Fig. 1: routed metal, one colour a layer
Drawn at 8 px/um. Two of the layers only.
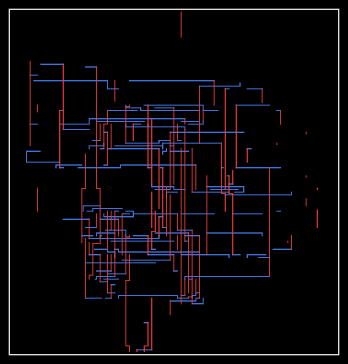
Fig. 2: cell density map
Drawn at 8 px/um. 8 x 9 tiles, from black (low) to pale yellow (high), 0 to 100% covered.
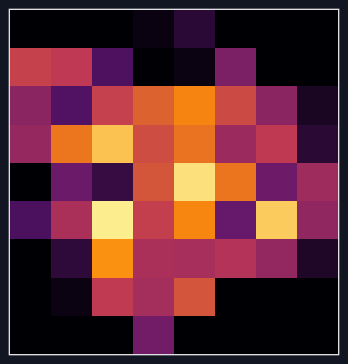
$ cat config.mk
export PLATFORM = sky130hd
export DESIGN_NAME = rr_grant_arbiter
export DESIGN_NICKNAME = d
export VERILOG_FILES = /design/src/rtl/arb_pkg.sv /design/src/rtl/grant_decoder.sv /design/src/rtl/rr_grant_arbiter.sv
export SDC_FILE = /design/constraint.sdc
export NUM_CORES = 1
export LEC_CHECK = 0
export CORE_AREA = 2 2 39 41
export DETAILED_ROUTE_END_ITERATION = 16
export DIE_AREA = 0 0 41 43
export PLACE_DENSITY = 0.62
export REMOVE_ABC_BUFFERS = 1
export SKIP_LAST_GASP = 1
export SLEW_MARGIN = 20
export SYNTH_ARGS = -nofsm -noshare
export SYNTH_HDL_FRONTEND = slang
export SYNTH_SLANG_ARGS = --single-unit
$ cat constraint.sdc
create_clock -name clk -period 3.55 [get_ports clk]
set_input_delay 1.065 -clock clk [delete_from_list [all_inputs] [get_ports clk]]
set_output_delay 1.065 -clock clk [all_outputs]
set_load 0.05 [all_outputs]
$ cat src/rtl/arb_pkg.sv
// rtl/arb_pkg.sv - shared constants, state type and rotating search for the round-robin arbiter
package arb_pkg;

  localparam int NUM_REQ = 4;
  localparam int ID_W    = 2;
  localparam int HOLD_W  = 8;

  typedef enum logic [0:0] {
    IDLE  = 1'b0,
    GRANT = 1'b1
  } arb_state_t;

  // Returns {found, index} of the first set request at or after ptr in
  // rotating order. Scanning from the far end lets the nearest hit win.
  function automatic logic [ID_W:0] rr_search(input logic [NUM_REQ-1:0] req,
                                               input logic [ID_W-1:0]    ptr);
    logic [ID_W-1:0] idx;
    rr_search = '0;
    for (int k = NUM_REQ - 1; k >= 0; k--) begin
      idx = ptr + ID_W'(k);
      if (req[idx]) begin
        rr_search = {1'b1, idx};
      end
    end
  endfunction

endpackage

$ cat src/rtl/grant_decoder.sv
// rtl/grant_decoder.sv - 2-to-4 one-hot grant decoder with enable
module grant_decoder
  import arb_pkg::*;
(
  input  logic [ID_W-1:0]    gnt_id,
  input  logic               gnt_valid,
  output logic [NUM_REQ-1:0] gnt
);

  // One-hot decode of the owner index, all zero while no grant is active.
  always_comb begin
    gnt = '0;
    if (gnt_valid) begin
      gnt[gnt_id] = 1'b1;
    end
  end

endmodule

$ cat src/rtl/rr_grant_arbiter.sv
// rtl/rr_grant_arbiter.sv - four-client round-robin arbiter, optional watchdog under ARB_TIMEOUT_EN
module rr_grant_arbiter
  import arb_pkg::*;
#(
  parameter int MAX_HOLD = 15
) (
  input  logic               clk,
  input  logic               rst,
  input  logic [NUM_REQ-1:0] req,
  output logic [NUM_REQ-1:0] gnt,
  output logic [ID_W-1:0]    gnt_id,
  output logic               gnt_valid,
  output logic               timeout
);

  arb_state_t      r_state;
  arb_state_t      w_state_nxt;
  logic [ID_W-1:0] r_ptr;
  logic [ID_W-1:0] w_ptr_nxt;
  logic [ID_W-1:0] r_owner;
  logic [ID_W-1:0] w_owner_nxt;
  logic [ID_W:0]   w_pick;
  logic            w_owner_req;

  assign w_pick      = rr_search(req, r_ptr);
  assign w_owner_req = req[r_owner];

`ifdef ARB_TIMEOUT_EN
  localparam logic [HOLD_W-1:0] HOLD_LAST = HOLD_W'(MAX_HOLD - 1);

  logic [HOLD_W-1:0] r_hold_cnt;
  logic [HOLD_W-1:0] w_hold_nxt;
  logic              r_timeout;
  logic              w_revoke;
`endif

  // State, pointer, owner (and watchdog) registers with synchronous reset.
  always_ff @(posedge clk) begin
    if (rst) begin
      r_state    <= IDLE;
      r_ptr      <= '0;
      r_owner    <= '0;
`ifdef ARB_TIMEOUT_EN
      r_hold_cnt <= '0;
      r_timeout  <= 1'b0;
`endif
    end else begin
      r_state    <= w_state_nxt;
      r_ptr      <= w_ptr_nxt;
      r_owner    <= w_owner_nxt;
`ifdef ARB_TIMEOUT_EN
      r_hold_cnt <= w_hold_nxt;
      r_timeout  <= w_revoke;
`endif
    end
  end

  // Next-state logic: arbitrate in IDLE, hold until release (or revoke) in GRANT.
  always_comb begin
    w_state_nxt = r_state;
    w_ptr_nxt   = r_ptr;
    w_owner_nxt = r_owner;
`ifdef ARB_TIMEOUT_EN
    w_hold_nxt  = r_hold_cnt;
    w_revoke    = 1'b0;
`endif
    case (r_state)
      IDLE: begin
        if (w_pick[ID_W]) begin
          w_state_nxt = GRANT;
          w_owner_nxt = w_pick[ID_W-1:0];
`ifdef ARB_TIMEOUT_EN
          w_hold_nxt  = '0;
`endif
        end
      end
      GRANT: begin
        // A voluntary release wins over a revoke on the same edge.
        if (!w_owner_req) begin
          w_state_nxt = IDLE;
          w_ptr_nxt   = r_owner + ID_W'(1);
        end
`ifdef ARB_TIMEOUT_EN
        else if (r_hold_cnt == HOLD_LAST) begin
          w_state_nxt = IDLE;
          w_ptr_nxt   = r_owner + ID_W'(1);
          w_revoke    = 1'b1;
        end else begin
          w_hold_nxt  = r_hold_cnt + HOLD_W'(1);
        end
`endif
      end
      default: begin
        w_state_nxt = IDLE;
      end
    endcase
  end

  assign gnt_id    = r_owner;
  assign gnt_valid = (r_state == GRANT);

`ifdef ARB_TIMEOUT_EN
  assign timeout = r_timeout;
`else
  // MAX_HOLD only shapes the watchdog; without it the pulse is constant zero.
  assign timeout = 1'b0 & (MAX_HOLD > 255);
`endif

  grant_decoder u_grant_decoder (
    .gnt_id    (r_owner),
    .gnt_valid (gnt_valid),
    .gnt       (gnt)
  );

endmodule

==> Changelog: implementation <==
### Implementation results

- Average wire length per cell after detail routing: between 10 and 15 um
- Layout cells sized above 1: approximately 7.5%
- Netlist area before placement: 397 um2
- PD cells: roughly 360 nW/um2
- Origin of the worst min-delay path: r_ptr[0]
- Final instance count without filler cells: slightly above 80
- DRC violation count after routing: 0
- Global routing met3 resource utilization: 6.28%
- Highest-power group: sequential cells
- Post-route cell area: ~560 um2
- Detailed placement HPWL: 692 um
- Source of the critical timing path: gnt_id[0]
- Top area cell types: sky130_fd_sc_hd__dfxtp_1 (25%), sky130_fd_sc_hd__ha_1 (13%), sky130_fd_sc_hd__and2_1 (7.9%)
- Post-synthesis share of cell area spent on and-or and or-and gates: between 20 and 25%
- Y dimension of the die: around 43 um
- Capturing point of the worst reg2reg path: r_ptr[1]
- Post-synthesis cell type with the largest instance count: sky130_fd_sc_hd__nand2_1
- Net switching component of the power: a little under 0.07 mW
- Number of cell rows: 14
- Cell count after placement: 79
- Post-layout power: between 0.15 and 0.2 mW
- Count of library flops with an enable pin: 0
- Final worst-path setup slack: 635 ps
- Total length of routed met2 wires: between 400 and 500 um
- Count of cell instances traversed by the critical path: 4
- Post-synthesis to final-layout area growth: 40.1%
- Layout sequential cell count: 5
- Leading cell types in the layout, fill and taps excluded: sky130_fd_sc_hd__clkdlybuf4s50_1 (12), sky130_fd_sc_hd__nand2_1 (7), sky130_fd_sc_hd__inv_1 (6)
- Maximum capacitance violations: 0
- Worst-path clk slew: about 40 ps
- Top cell types by occurrence after synthesis: sky130_fd_sc_hd__nand2_1 (7), sky130_fd_sc_hd__inv_1 (6), sky130_fd_sc_hd__a21oi_1 (5), sky130_fd_sc_hd__and2_1 (5), sky130_fd_sc_hd__dfxtp_1 (5)
- Number of inserted filler cells in the final layout: roughly 150
- Final worst-path cycle share: between 80 and 90%
- Buffer depth of the longest clock path: 2
- Count of state elements after synthesis: 5
- Crit-path leading delay family: buffers and inverters
- Static Leak: 0.230 nW
- Met1 routed wirelength after detailed routing: approximately 390 um
- Number of antenna repair diodes: 0
- Via/cell ratio: 4.73
- Number of H-tree levels: 1
- Synth warnings: 0
- Top Ports: 14
- Cell total in the yosys stat output: between 50 and 60
- Die area: between 1500 and 2000 um2
- Final layout net count: about 78
- Area share of fa/ha/maj cells after synthesis: 12.6%
- Clock tree buffer count of the final layout: 4
- Bufs w/o clock: 12
- Sequential-cell power consumption: roughly 0.068 mW
- Syn avg cell area: about 7.6 um2
- Reg-to-reg critical path startpoint: gnt_id[1]
- Worst-path maximum fanout: 7
- First DRT Iteration DRCs: 9
- Int Pwr: 0.130 mW
- Vias in the first global route: 390
- Cells on worst reg2reg path: 4
- Fraction of power spent switching nets: approximately 35%
- Clock root buffer: sky130_fd_sc_hd__clkbuf_4
- Count of TritonRoute iterations in the first routing pass: 4
- Non-CTS inverters: 6
- Distinct lib cells: 20
- MI comb cells: 40
- Number of antenna violations at the first check in global routing: 0
- Global-route met2 utilization: between 20% and 30%
- Fraction of post-synthesis cell area in the top cell type by area: about a quarter
- CP endpoint: gnt[2]
- Cell taking the most area after synthesis: sky130_fd_sc_hd__dfxtp_1
- Hold Crit Depth: 2
- Commonest non-fill, non-tap cell in the layout: sky130_fd_sc_hd__clkdlybuf4s50_1
- Sequential element share of the synthesized area: around a quarter
- Critical path endpoint category: output port
- Setup Skew: 3.92 ps
- Area-dominant cell class after layout: multi-input combinational cells
- Worst EP required: about 2500 ps
- Final-report hold violation count: 0
- Finish-stage setup viols: 0
- Post-CTS Repair Setup Buffers: 0
- CP arrival: between 1500 and 2000 ps
- Clock latency reported for the late side of the worst-skew pair: between 200 and 250 ps
- Flop2flop setup slack: roughly 2300 ps
- Clock buffer count from CTS: 3
- Minimum period implied by the final worst setup slack: around 2900 ps
- Portion of the layout cell area used by clock cells: approximately 4.7%
- Post_cts resized: 0
- Async set-reset flop share out of synthesis: 0%
- Status: completed
- Top routing layer used: met3
- Clock group share of total power: 32.2%
- Relative contribution of sequential cells to total power: 34.2%
- XOR/XNOR Fraction of Synth Area: 0%
- Final-layout non-clock buffer area share: between 20 and 25%
- Layer carrying the most global-route usage: met2
- Share of synthesized cell area in and, or, nand and nor gates: a little under a quarter
- Worst setup path class: reg2out
- Hold_buf cts: 0
- Worst min-delay path category: reg2reg
- WP buf/inv: 2
- Dominant non-sequential cell family after synthesis: simple AND/OR/NAND/NOR gates
- Combinational gate power: roughly 0.067 mW
- Antenna viol nets, final: 0
- Metal3 WL: 47 um
- Global placement routability congestion: 0.768
- Hold path endpoint: r_ptr[0]
- Gr ovfl total: 0
- RSZ-0062 raised after global routing: no
- Maximum cell stage delay along the critical path: 690 ps
- Final number of max-transition violations: 0
- Worst IR drop on VDD: 0.000245 V
- Startpoint kind of the worst setup timing path: flip-flop
- Pin count of the biggest net entering global routing: 12
- Placed Area: between 500 and 600 um2
- CTS tree: built
- MUX share of area: roughly 7.6%
- Synthesis area per yosys: 397 um2
- Worst hold margin: roughly 490 ps
- Clock network power: between 0.06 and 0.07 mW
- Final setup TNS: 0 ps
- Footprint of the multi-input gates: 267 um2
- Series of cell instances along the critical path: inv_1 > ha_1 > and2_1 > clkdlybuf4s50_1
- Combinational share of power: between 30% and 40%
- Critical-path cell with the highest stage delay: sky130_fd_sc_hd__clkdlybuf4s50_1
- Top FF cell, synth: sky130_fd_sc_hd__dfxtp_1
- Met1 global-route usage: 13.5%
- Placeable core area: around 1400 um2
- Max Clock Freq: around 340 MHz
- Clock sink count: 5
- FF+latch area: approximately 100 um2
- Horizontal extent of the die: 41 um
- Global-route wire length before repair: ~1.5 mm
- Number of standard cells after synthesis: 52
- Total number of warnings across the stage logs: 28
- Multi-input logic portion of the cell area: between 40% and 50%
- Worst slack at placement: ~900 ps
- Share of cell area taken by flip-flops and latches: 18.0%
-- Fig. 1 (at the start) --
[M2] red | wire length: 417 um
[M1] blue | wire length: 388 um
wirelength, routed: 852 um
total routing resource utilization after global routing: 11.9%
via count: 393

-- Fig. 2 (at the start) --
densest ninth of the die: centre
mean over tiles: 30%
fullest tile: 96%
initial cell density of the core: 28.7%
post-route core utilization: 40.1%

Power and IR drop assume default switching activity.
